==> src/rtl/mio_cli_link_arb_pkg.sv <==
// mio_cli_link_arb_pkg
// Shared types and default parameter values for the two-requester
// (bob / alice) packet-granular round-robin link arbiter.
//   state_t   : arbiter FSM states
//   src_t     : requester identity, also the encoding driven on out_src
//   gnt_state : maps a requester to its grant state
package mio_cli_link_arb_pkg;

    typedef enum logic [1:0] {
        IDLE      = 2'd0,
        GNT_BOB   = 2'd1,
        GNT_ALICE = 2'd2
    } state_t;

    typedef enum logic {
        SRC_BOB   = 1'b0,
        SRC_ALICE = 1'b1
    } src_t;

    localparam int DEF_DATA_WIDTH     = 32;
    localparam int DEF_TIMEOUT_CYCLES = 256;
    localparam int DEF_PKT_CNT_WIDTH  = 16;

    function automatic state_t gnt_state(input src_t src);
        return (src == SRC_ALICE) ? GNT_ALICE : GNT_BOB;
    endfunction

endpackage

==> src/rtl/mio_cli_link_arb_rr.sv <==
// mio_cli_link_arb_rr
// Combinational 2-way round-robin picker. Serves whichever requester is
// active; when both are active the one named by prio wins.
// Ports:
//   req       in   [1:0] request vector, bit 0 = bob, bit 1 = alice
//   prio      in   src_t preferred source when both request
//   gnt_valid out  at least one request present
//   gnt_idx   out  src_t chosen source (SRC_BOB when nothing requests)
module mio_cli_link_arb_rr
    import mio_cli_link_arb_pkg::*;
(
    input  logic [1:0] req,
    input  src_t       prio,
    output logic       gnt_valid,
    output src_t       gnt_idx
);

    // NOTE: every output of an always_comb block gets a default first, so
    // no path leaves it unassigned and no latch is inferred.
    always_comb begin
        gnt_valid = |req;
        gnt_idx   = SRC_BOB;
        unique case (req)
            2'b01:   gnt_idx = SRC_BOB;
            2'b10:   gnt_idx = SRC_ALICE;
            2'b11:   gnt_idx = prio;
            default: gnt_idx = SRC_BOB;
        endcase
    end

endmodule

==> src/rtl/mio_cli_link_arb.sv <==
// mio_cli_link_arb
// Packet-granular round-robin arbiter sharing one Moore.io CLI valid/ready
// link between the bob and alice requesters. The grant is locked from the
// first beat through the `last` beat; the link is a zero-latency
// combinational pass-through of the granted stream. Completed packets are
// counted per source (wrap-around).
// Optional feature macro: MIO_CLI_LINK_ARB_TIMEOUT_EN -- when defined, a
// granted packet that sees TIMEOUT_CYCLES consecutive cycles without a
// valid beat is aborted (timeout_err pulses, no packet counted).
// Ports:
//   clk, reset_n                    clock, asynchronous active-low reset
//   bob_valid/last/data, bob_ready  bob request stream
//   alice_valid/last/data, alice_ready  alice request stream
//   out_valid/last/data, out_ready  shared downstream link
//   out_src                         owner of current beat (0=bob, 1=alice)
//   pkt_cnt_bob, pkt_cnt_alice      completed packet counters
//   timeout_err                     one-cycle abort pulse
module mio_cli_link_arb
    import mio_cli_link_arb_pkg::*;
#(
    parameter int DATA_WIDTH     = DEF_DATA_WIDTH,
    parameter int TIMEOUT_CYCLES = DEF_TIMEOUT_CYCLES,
    parameter int PKT_CNT_WIDTH  = DEF_PKT_CNT_WIDTH
) (
    input  logic                     clk,
    input  logic                     reset_n,
    input  logic                     bob_valid,
    input  logic                     bob_last,
    input  logic [DATA_WIDTH-1:0]    bob_data,
    output logic                     bob_ready,
    input  logic                     alice_valid,
    input  logic                     alice_last,
    input  logic [DATA_WIDTH-1:0]    alice_data,
    output logic                     alice_ready,
    output logic                     out_valid,
    output logic                     out_last,
    output logic [DATA_WIDTH-1:0]    out_data,
    output logic                     out_src,
    input  logic                     out_ready,
    output logic [PKT_CNT_WIDTH-1:0] pkt_cnt_bob,
    output logic [PKT_CNT_WIDTH-1:0] pkt_cnt_alice,
    output logic                     timeout_err
);

    state_t state;
    src_t   prio;
    src_t   cur_src;
    src_t   other_src;
    src_t   pick_prio;
    src_t   pick_idx;
    logic   pick_valid;
    logic   granted;
    logic   accept;
    logic   pkt_end;
    logic   timeout_hit;

    assign granted   = (state == GNT_BOB) || (state == GNT_ALICE);
    assign cur_src   = (state == GNT_ALICE) ? SRC_ALICE : SRC_BOB;
    assign other_src = (cur_src == SRC_ALICE) ? SRC_BOB : SRC_ALICE;

    // In IDLE the stored pointer decides a tie. At a packet end the other
    // source is preferred, which is exactly "other valid -> other, else this
    // valid -> this". The ending beat's own valid counts, so a source that
    // keeps streaming single-beat packets keeps the link with no bubble
    // until the other source asks.
    assign pick_prio = granted ? other_src : prio;

    mio_cli_link_arb_rr u_rr (
        .req       ({alice_valid, bob_valid}),
        .prio      (pick_prio),
        .gnt_valid (pick_valid),
        .gnt_idx   (pick_idx)
    );

    // Link pass-through; everything reads zero outside a grant, so an
    // asynchronous reset (state -> IDLE) clears the link immediately.
    always_comb begin
        out_valid   = 1'b0;
        out_last    = 1'b0;
        out_data    = '0;
        out_src     = 1'b0;
        bob_ready   = 1'b0;
        alice_ready = 1'b0;
        unique case (state)
            GNT_BOB: begin
                out_valid = bob_valid;
                out_last  = bob_last;
                out_data  = bob_data;
                out_src   = SRC_BOB;
                bob_ready = out_ready;
            end
            GNT_ALICE: begin
                out_valid   = alice_valid;
                out_last    = alice_last;
                out_data    = alice_data;
                out_src     = SRC_ALICE;
                alice_ready = out_ready;
            end
            default: ;
        endcase
    end

    assign accept  = out_valid && out_ready;
    assign pkt_end = accept && out_last;

`ifdef MIO_CLI_LINK_ARB_TIMEOUT_EN
    localparam int IDLE_W = 16;
    logic [IDLE_W-1:0] idle_cnt;

    // Fires in the cycle that would bring the idle count to TIMEOUT_CYCLES.
    assign timeout_hit = granted && !out_valid
                         && (idle_cnt == IDLE_W'(TIMEOUT_CYCLES - 1));
    assign timeout_err = timeout_hit;

    // Cleared while IDLE so every grant entry starts from zero; a handoff
    // entry is covered by the accepted last beat.
    always_ff @(posedge clk or negedge reset_n) begin
        if (!reset_n) begin
            idle_cnt <= '0;
        end else if (!granted || accept) begin
            idle_cnt <= '0;
        end else if (!out_valid) begin
            idle_cnt <= idle_cnt + IDLE_W'(1);
        end
    end
`else
    localparam int unused_timeout_cycles = TIMEOUT_CYCLES;
    assign timeout_hit = 1'b0;
    assign timeout_err = 1'b0;
`endif

    // NOTE: sequential state uses non-blocking assignments so every register
    // samples pre-edge values regardless of statement order.
    always_ff @(posedge clk or negedge reset_n) begin
        if (!reset_n) begin
            state         <= IDLE;
            prio          <= SRC_BOB;
            pkt_cnt_bob   <= '0;
            pkt_cnt_alice <= '0;
        end else begin
            unique case (state)
                IDLE: begin
                    if (pick_valid) begin
                        state <= gnt_state(pick_idx);
                    end
                end
                GNT_BOB, GNT_ALICE: begin
                    if (timeout_hit) begin
                        state <= IDLE;
                        prio  <= (prio == SRC_BOB) ? SRC_ALICE : SRC_BOB;
                    end else if (pkt_end) begin
                        if (cur_src == SRC_BOB) begin
                            pkt_cnt_bob <= pkt_cnt_bob + PKT_CNT_WIDTH'(1);
                        end else begin
                            pkt_cnt_alice <= pkt_cnt_alice + PKT_CNT_WIDTH'(1);
                        end
                        prio  <= other_src;
                        state <= pick_valid ? gnt_state(pick_idx) : IDLE;
                    end
                end
                default: state <= IDLE;
            endcase
        end
    end

endmodule

==> config.mk <==
export PLATFORM = sky130hd
export DESIGN_NAME = mio_cli_link_arb
export DESIGN_NICKNAME = d
export VERILOG_FILES = /design/src/rtl/mio_cli_link_arb_pkg.sv /design/src/rtl/mio_cli_link_arb_rr.sv /design/src/rtl/mio_cli_link_arb.sv
export SDC_FILE = /design/constraint.sdc
export NUM_CORES = 1
export LEC_CHECK = 0
export ABC_AREA = 1
export ABC_CLOCK_PERIOD_IN_PS = 3200
export CELL_PAD_IN_SITES_DETAIL_PLACEMENT = 2
export CELL_PAD_IN_SITES_GLOBAL_PLACEMENT = 2
export CORE_ASPECT_RATIO = 1.75
export CORE_MARGIN = 5
export CORE_UTILIZATION = 21
export CTS_BUF_LIST = sky130_fd_sc_hd__clkbuf_2 sky130_fd_sc_hd__clkbuf_4 sky130_fd_sc_hd__clkbuf_8
export CTS_CLUSTER_DIAMETER = 60
export DETAILED_ROUTE_END_ITERATION = 12
export PLACE_DENSITY = 0.95
export SYNTH_ARGS = -nofsm -noshare
export SYNTH_HDL_FRONTEND = slang
export SYNTH_SLANG_ARGS = --single-unit
==> constraint.sdc <==
create_clock -name clk -period 3.2 [get_ports clk]
set_input_delay 0.32 -clock clk [delete_from_list [all_inputs] [get_ports clk]]
set_output_delay 0.32 -clock clk [all_outputs]
set_load 0.02 [all_outputs]
**Clock distribution**

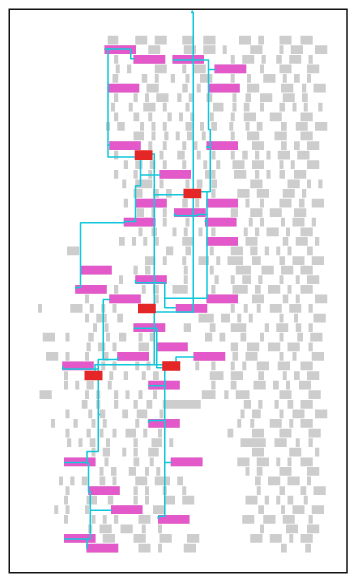
Key: red = clock-net drivers [count 5]; magenta = flip-flops [count 35]; cyan = clock wires [length 652 um]
There are 6 routed clock nets.
worst clock skew: 0.0114 ns
power of the clock network: 433 uW
share of power burned in the clock network: 16.9%

**Cell classes on the final placement**

Scale bar: 20 um.
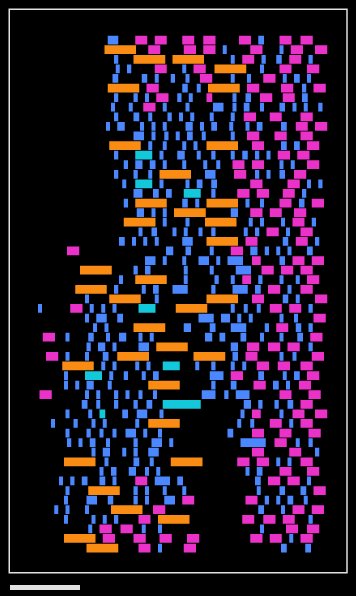
Key: orange = sequential cells [cells 35]; blue = remaining logic cells [cells 375]; magenta = remaining buffers and delay cells [cells 142]; cyan = clock drivers and dummy loads [cells 8]

==> run notes <==
Results of the flow run.

The run finished with clean final reports. Once the floorplan was initialized, standard cells occupied 21.5% of the core. The analysis attributes to cell leakage a power of 1.84 nW. The detailed placer reported the number of placed instances as 720. The final weighted congestion recorded by global placement is 0.787. The initial antenna violation count is 0. The tally of max-capacitance violations stands at 0. Hold timing on the final database bottoms out at a slack of 0.118 ns. The number of synthesis warnings stands at 0. The number of top-level design ports stands at 141. The critical path maximum fanout is 35. Note that the worst hold path type here is in -> async. The count of cells in the finished layout, fillers not included, comes to 728. The depth of the CTS H-tree stands at 2. CTS placed an instance of clkbuf_8 at the clock tree root.

The smallest setup slack after layout stands at 0.345 ns. The tally of OpenROAD warnings stands at 30. According to the finish report, the design has a final net count of 637.

The post-synth design cell area stands at 0.00268 mm2. The register-to-register setup slack stands at 1.02 ns. The post-cts repair resize count stands at 0. The tally of nets with antenna violations remaining after routing stands at 0. The global routing report lists combined usage of all routing layers as 16.6%. The shortest clock period the worst path allows after layout stands at 2.86 ns. The horizontal extent of the die stands at 95.4 um. The highest cell delay on the worst timing path stands at 0.67 ns. The number of global-route vias before repair came to 3,788. Entering global routing, the biggest net connects 36 pins. The number of violations reported at the end of detailed-routing iteration 0 stands at 46. Per report_power, the combinational group accounts for 58.3% of the total. After synthesis, the chip area reported by Yosys is 0.00268 mm2. The endpoint identified for the worst register-to-register timing path is state[0]$_DFFE_PN0P_.

In this run the post-CTS setup repair buffer count came out at 0. The detailed-route DRC error count stands at 0. The signal on the critical path passes through inv_1, ha_1, clkinv_1, buf_4, a21oi_1, clkdlybuf4s50_1. The post-detailed-route via-to-cell ratio stands at 4.66.

Sequential cells burn 24.8% of the power. Summed over all nets, the switching power comes to 1.20 mW. For this run, the top clock speed supported by timing is 0.350 GHz.
**PDN straps and rails**

Pins as bars on the die edge. Tap cells in grey.
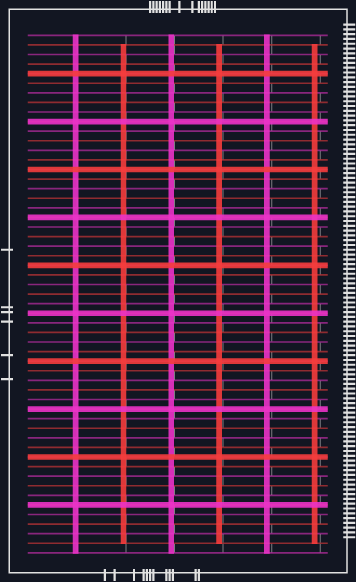
Key: magenta = VSS; red = VDD
The core has 54 rows. 55 met1 rails follow the rows. 141 signal pins sit on the boundary.

**Sequential cells grouped by signal name**

Other sequential cells in the stronger grey, the rest of the logic in the fainter grey.
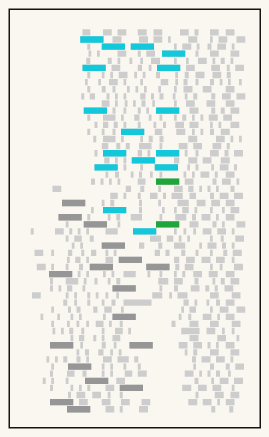
Key: green = `state` [flops 2]; cyan = `pkt_cnt_bob` [flops 16]
Another 17 sequential cells are not coloured.

## power by group through the flow
| stage | combinational (mW) | clock [mW] | sequential (mW) |
|---|---|---|---|
| 2_1_floorplan | 0.760 | 0 | 0.679 |
| 3_3_place_gp | 1.44 | 0 | 0.634 |
| 3_5_place_dp | 1.52 | 0 | 0.647 |
| 4_1_cts | 1.52 | 0.450 | 0.639 |
| 5_1_grt | 1.62 | 0.469 | 0.651 |
| 6_report | 1.50 | 0.433 | 0.636 |
## Yosys cell counts, types with 3 or more instances
cell | number | area, um2
nand2_1 | 200 | 751
a21oi_1 | 35 | 175
dfrtp_1 | 35 | 876
nor2_1 | 33 | 124
inv_1 | 25 | 93.8
nand3_1 | 16 | 80.1
o21ai_0 | 14 | 70.1
nand4_1 | 11 | 68.8
xnor2_1 | 11 | 96.3
clkbuf_1 | 9 | 33.8
ha_1 | 7 | 87.6
o21ai_1 | 5 | 25.0
xor2_1 | 4 | 35.0
buf_2 | 3 | 15.0
nand2_4 | 3 | 33.8
## layout make-up
class | count | area, um2
Fill cell | 1487 | 8170
Timing Repair Buffer | 142 | 1410
Clock buffer | 6 | 82.6
Sequential cell | 35 | 876
Tap cell | 168 | 210
Inverter | 28 | 110
Clock inverter | 2 | 35.0
Multi-Input combinational cell | 347 | 1610
## worst max-delay path by stage
| stage | from | end | slack, ns | depth (start not counted) |
|---|---|---|---|---|
| 6_report | state[1]$_DFFE_PN0P_ | out_data[29] | 0.34 | 6 |
| 5_1_grt | state[1]$_DFFE_PN0P_ | out_data[29] | 0.24 | 6 |
| 4_1_cts | state[1]$_DFFE_PN0P_ | out_data[29] | 0.32 | 6 |
| 3_5_place_dp | state[1]$_DFFE_PN0P_ | out_data[29] | 0.65 | 6 |
| 3_3_place_gp | state[0]$_DFFE_PN0P_ | out_data[29] | 0.73 | 6 |
| 2_1_floorplan | state[0]$_DFFE_PN0P_ | out_data[0] | 1.24 | 6 |
## logic make-up (layout without fill, tap and decap cells)
group	Yosys count	in the layout	share of synthesized area, %
other	1	1	0.140
AND-OR/OR-AND	54	54	10.1
adder cells (fa/ha/maj)	7	7	3.26
buffers and inverters	44	178	7.32
AND/OR/NAND/NOR	270	270	41.7
XOR/XNOR	15	15	4.90
flip-flops	35	35	32.6
## metal layers
layer  vias to the layer above  GRT usage [%]  part of all wire (%)
met1                      1641           15.5                    34
met3                        16           4.59                   9.7
li1                       1603              -                     -
met4                         0           5.25                   2.1
met2                       134           33.2                    54
met5                         -              0                     0
## flip-flops by register name, indices dropped and copies added, names as in the netlist
| signal | count |
|---|---|
| prio | 1 |
| pkt_cnt_alice | 16 |
| state | 2 |
| pkt_cnt_bob | 16 |
No activity file was given, so power comes from the tool's default toggle rates.
